**M1 wires**

Supply wires on this layer in gray.
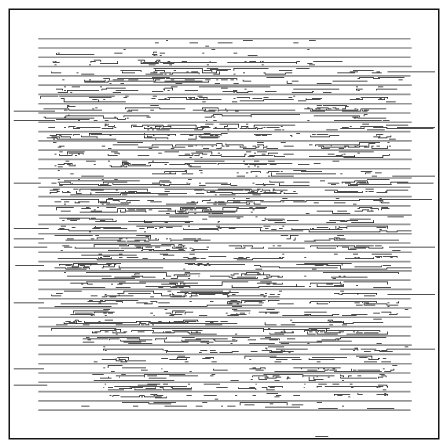
**M2 wires**

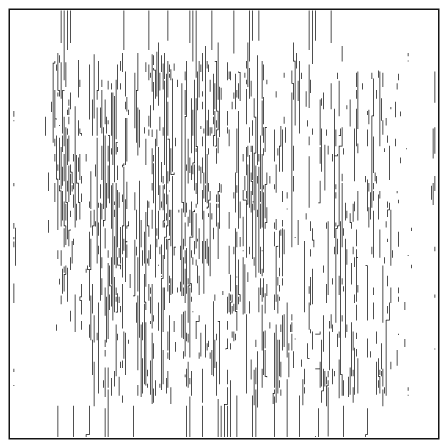
**Signal wires on met3**

Bar = 50 um.
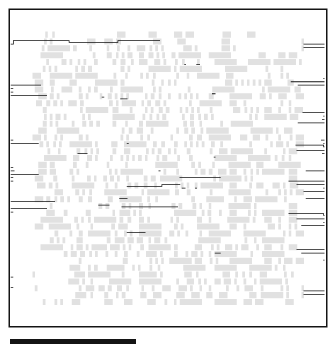
**M4 wires**

Supply wires on this layer in gray.
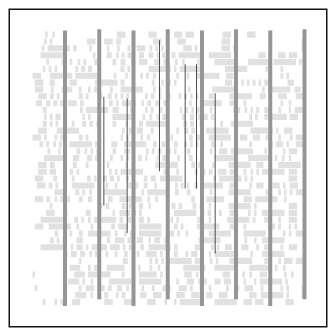
**The clock network**

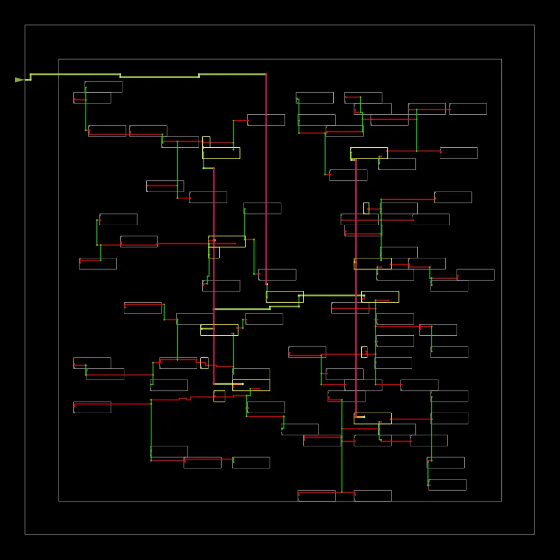
===== src/rtl/cpu_pkg.sv =====
// Shared CPU definitions: datapath widths and the instruction-fetch state encoding.
package cpu_pkg;

  localparam int INSTR_W = 16;
  localparam int ADDR_W  = 16;

  typedef enum logic [1:0] {
    FETCH = 2'd0,
    HOLD  = 2'd1,
    DROP  = 2'd2
  } fetch_state_e;

endpackage


===== src/rtl/ifetch_fifo.sv =====
// Prefetch buffer: DEPTH-entry FIFO with synchronous push/pop/flush and an occupancy count.
module ifetch_fifo #(
  parameter int DEPTH = 2,
  parameter int WIDTH = 16,
  localparam int PW = $clog2(DEPTH),
  localparam int CW = PW + 1
) (
  input  logic             clk_i,
  input  logic             rst_i,
  input  logic             push_i,
  input  logic [WIDTH-1:0] push_data_i,
  input  logic             pop_i,
  input  logic             flush_i,
  output logic [WIDTH-1:0] head_o,
  output logic [CW-1:0]    count_o
);

  logic [WIDTH-1:0] mem_q [DEPTH];
  logic [PW-1:0]    wr_q;
  logic [PW-1:0]    rd_q;
  logic [CW-1:0]    count_q;

  // DEPTH is a power of two, so the pointers wrap on their own.
  always_ff @(posedge clk_i or posedge rst_i) begin
    if (rst_i) begin
      for (int i = 0; i < DEPTH; i++) mem_q[i] <= '0;
      wr_q    <= '0;
      rd_q    <= '0;
      count_q <= '0;
    end else if (flush_i) begin
      wr_q    <= '0;
      rd_q    <= '0;
      count_q <= '0;
    end else begin
      if (push_i) begin
        mem_q[wr_q] <= push_data_i;
        wr_q        <= wr_q + 1'b1;
      end
      if (pop_i) rd_q <= rd_q + 1'b1;
      count_q <= count_q + CW'(push_i) - CW'(pop_i);
    end
  end

  assign head_o  = mem_q[rd_q];
  assign count_o = count_q;

endmodule


===== src/rtl/instruction_fetch.sv =====
// Instruction fetch unit with prefetch buffer and redirect handling.
// Define IFETCH_PC_TAG_EN to store a fetch PC per buffer entry and drive instr_pc.
module instruction_fetch
  import cpu_pkg::*;
#(
  parameter logic [ADDR_W-1:0] RESET_PC = 16'h0000,
  parameter int                DEPTH    = 2
) (
  input  logic               clock,
  input  logic               reset,
  output logic               mem_req,
  output logic [ADDR_W-1:0]  mem_addr,
  input  logic               mem_ack,
  input  logic [INSTR_W-1:0] mem_rdata,
  output logic [INSTR_W-1:0] instr,
  output logic               instr_valid,
  input  logic               instr_take,
  output logic [ADDR_W-1:0]  instr_pc,
  input  logic               redirect,
  input  logic [ADDR_W-1:0]  redirect_pc,
  output fetch_state_e       state_o
);

  localparam int            CW   = $clog2(DEPTH) + 1;
  localparam logic [CW-1:0] FULL = CW'(DEPTH);

`ifdef IFETCH_PC_TAG_EN
  localparam int FW = INSTR_W + ADDR_W;
`else
  localparam int FW = INSTR_W;
`endif

  fetch_state_e      state_q, state_d;
  logic [ADDR_W-1:0] pc_q, pc_d;
  logic [ADDR_W-1:0] drop_pc_q, drop_pc_d;
  logic              xfer, push, pop;
  logic [CW-1:0]     count, count_next;
  logic [FW-1:0]     push_data, head;

  // Handshake: a request stays stable while mem_req=1 until mem_ack; a
  // transfer is an edge with mem_req=1 and mem_ack=1. Reset kills the request at once.
  assign mem_req     = (state_q != HOLD) && !reset;
  assign mem_addr    = pc_q;
  assign xfer        = mem_req && mem_ack;
  assign instr_valid = (count != '0);
  assign pop         = instr_take && instr_valid && !redirect;
  assign push        = xfer && (state_q == FETCH) && !redirect;
  assign count_next  = count + CW'(push) - CW'(pop);
  assign state_o     = state_q;

  always_comb begin
    state_d   = state_q;
    pc_d      = pc_q;
    drop_pc_d = drop_pc_q;
    case (state_q)
      FETCH: begin
        if (redirect) begin
          if (xfer) begin
            pc_d = redirect_pc;
          end else begin
            state_d   = DROP;
            drop_pc_d = redirect_pc;
          end
        end else if (xfer) begin
          pc_d = pc_q + 1'b1;
          if (count_next == FULL) state_d = HOLD;
        end
      end
      HOLD: begin
        if (redirect) begin
          state_d = FETCH;
          pc_d    = redirect_pc;
        end else if (count_next != FULL) begin
          state_d = FETCH;
        end
      end
      DROP: begin
        // The outstanding word is thrown away; the newest redirect target wins.
        if (redirect) drop_pc_d = redirect_pc;
        if (xfer) begin
          state_d = FETCH;
          pc_d    = redirect ? redirect_pc : drop_pc_q;
        end
      end
      default: state_d = FETCH;
    endcase
  end

  always_ff @(posedge clock or posedge reset) begin
    if (reset) begin
      state_q   <= FETCH;
      pc_q      <= RESET_PC;
      drop_pc_q <= RESET_PC;
    end else begin
      state_q   <= state_d;
      pc_q      <= pc_d;
      drop_pc_q <= drop_pc_d;
    end
  end

`ifdef IFETCH_PC_TAG_EN
  assign push_data = {mem_rdata, mem_addr};
  assign instr     = head[FW-1:ADDR_W];
  assign instr_pc  = head[ADDR_W-1:0];
`else
  assign push_data = mem_rdata;
  assign instr     = head;
  assign instr_pc  = '0;
`endif

  ifetch_fifo #(
    .DEPTH(DEPTH),
    .WIDTH(FW)
  ) u_fifo (
    .clk_i      (clock),
    .rst_i      (reset),
    .push_i     (push),
    .push_data_i(push_data),
    .pop_i      (pop),
    .flush_i    (redirect),
    .head_o     (head),
    .count_o    (count)
  );

endmodule


===== config.mk =====
export PLATFORM = sky130hd
export DESIGN_NAME = instruction_fetch
export DESIGN_NICKNAME = d
export VERILOG_FILES = /design/src/rtl/cpu_pkg.sv /design/src/rtl/ifetch_fifo.sv /design/src/rtl/instruction_fetch.sv
export SDC_FILE = /design/constraint.sdc
export NUM_CORES = 1
export LEC_CHECK = 0
export ABC_AREA = 1
export ABC_CLOCK_PERIOD_IN_PS = 3000
export CAP_MARGIN = 20
export CELL_PAD_IN_SITES_DETAIL_PLACEMENT = 1
export CELL_PAD_IN_SITES_GLOBAL_PLACEMENT = 1
export CORE_MARGIN = 8
export CORE_UTILIZATION = 37
export DETAILED_ROUTE_END_ITERATION = 8
export PLACE_DENSITY_LB_ADDON = 0.1
export SYNTH_ARGS = -nofsm -noshare
export SYNTH_HDL_FRONTEND = slang
export SYNTH_SLANG_ARGS = --single-unit

===== constraint.sdc =====
create_clock -name clock -period 3 [get_ports clock]
set_input_delay 0.6 -clock clock [delete_from_list [all_inputs] [get_ports clock]]
set_output_delay 0.6 -clock clock [all_outputs]
set_load 0.05 [all_outputs]

==> flow_summary.toml <==
# physical design summary
[synth]
largest_area_cell = "dfrtp_1"
topCombFamilyByArea = "simple AND/OR/NAND/NOR gates"
fa_ha_area_frac = 0.0198
syn-cell-area_mm2 = 0.00443
synth_cell_types = 36
top_cells_by_area = "dfrtp_1 (40%), nand2_1 (20%), o21ai_2 (6.3%), a21oi_1 (4.7%), inv_1 (4.2%)"
xor_area_frac = 0.00198
ys_area_mm2 = 0.00443
mux_area_frac = 0
yosys.stat.seqShare = 0.396
synth_cells = 603
synth.avg_cell_area_um2 = 7.34
simple_gate_area_frac = 0.295

[critical_path]
start_kind = "flop"
setup.worst_path.class = "flop to primary output"
cp_max_fo = 17
r2r-start = "state_o[1]"
worstSetupEndpointType = "primary output"
endpoint = "instr[5]"
worstPathRequired_ns = 2.40
ff2ff_path_depth = 10
worstPathCellList = "clkinv_1, nand2_1, nand2_1, clkdlybuf4s50_1"
cpMostUsedCell = "nand2_1"
worstPathArrival_ns = 2.09
crit_path_start = "u_fifo.rd_q"

[finish]
num-multi-input-gates = 451
antenna_cells = 0
final_cell_mix = "nand2_1 (233), dfrtp_1 (70), clkdlybuf4s50_1 (67), inv_1 (48), a21oi_1 (42)"
clock_area_frac = 0.0477
layout.non_clock_buffers = 83
comb-cell-share = 0.408
logic_area_mm2 = 0.00220
fin_util = 0.456
largest_register_ff_count = 32
layout.nets = 713
bufAreaShareNonClock = 0.149
num-nonclk-inverters = 54
seq_area_mm2 = 0.00175
flops = 70
seq_area_frac = 0.324

[placed_design]
dp_cells = 805
pre_cts_ws_ns = 0.359
portBuffers = 72

[clock_network]
hold_buffers = 0
post_cts_buffers = 0
clkSlewWorstSetupHoldPaths_ns = 0.06
cts_root_buf = "clkbuf_16"
cts_resized = 0
clock_path_buffers = 2
htreeDepth = 3

[power_and_ir_drop]
p_clk_frac = 0.157
power-top-group = "combinational cells"
seq_cell_power_mw = 1.73
p_sw_frac = 0.498
p_int_mw = 3.05
pg_comb_mw = 3.39
powerClk_mw = 0.953
power_leakage_nw = 2.66
ir_worst_vdd_mv = 0.586
seq_power_share = 0.285

[timing]
period_minus_slack_ns = 2.69
hold_viol = 0
min_period_over_period = 0.898
fin_ws_ns = 0.307
timing.hold.ws_ns = 0.482
fmax_ghz = 0.371
worst_pin_slew_ns = 0.804

[floorplan]
core_region_area_mm2 = 0.0119
chipArea_mm2 = 0.0157
tapCellCount = 147
floorplanUtilization = 0.373
ioPinCount = 89
num_rows = 40
die_height_um = 125

[drt]
highest_layer = "met4"
drc = 0
wl_per_cell_um = 15.8
drt-pass1-iter-count = 4
met1_length_um = 5700
drtAntennaViolNets = 0
route.met2.wl_um = 6530
drtIter0Drc = 160
wl_met3_um = 437

[global_routing]
gr-usage-all-layers = 0.174
gr-total-overflow = 0
grt_pass1_wl_um = 22300
top_usage_layer = "met2"
grt_max_degree = 35
grt_pass1_vias = 4434
grt_util_met2 = 0.314

[run]
warnings = 29
drv_cap = 0

[run_status]
status = "finished clean"

[min_path]
hp-start = "u_fifo.mem_q[22]"
holdPathEnd = "u_fifo.mem_q[22]"
hp-class = "flop to flop"
holdPathStages = 2
Notes on 'M1 wires' above:
longest straight run: 32.7 um
wire length on this layer: 5,700 um
main direction: horizontal
nets with wire on the layer: 633
share of all routed wire: 44%
DRT Wirelength: 13,000 um
total number of vias: 4,098
global routing usage on met1: 0.198

Notes on 'M2 wires' above:
nets with wire on the layer: 601
main direction: vertical

Notes on 'signal wires on met3' above:
longest straight run: 22.1 um
share of all routed wire: 3.4%
met3 Track Usage GR: 0.0310

Notes on 'M4 wires' above:
main direction: vertical
wire length on this layer: 309 um
nets with wire on the layer: 5
longest straight run: 63.2 um
share of all routed wire: 2.4%

Notes on 'the clock network' above:
Clock Latency Late Sink: 0.33 ns
skew final: 0.00622 ns

Yosys cell counts:
master / count
o21ai_1: 3
inv_1: 49
a31oi_1: 12
nand4_1: 4
nand2_2: 4
nand3_1: 26
a21o_1: 1
conb_1: 1
xor2_1: 1
o211ai_1: 1
nand3_2: 1
o21bai_1: 1
inv_2: 3
nor2_4: 1
buf_2: 8
buf_6: 11
buf_4: 18
nand2_1: 233
buf_1: 1
a211oi_1: 2
clkinv_1: 1
o21ai_2: 32
nor2_1: 31
nand3_4: 1
o21ai_0: 23
inv_4: 1
dfrtp_1: 70
a21oi_1: 42
ha_1: 7
nor2_2: 3
clkbuf_1: 5
nand3b_4: 1
o22ai_1: 1
nor3_4: 1
nor2_8: 1
nand2_4: 2
Power figures rest on the tool's default switching activity, not on a simulated workload.
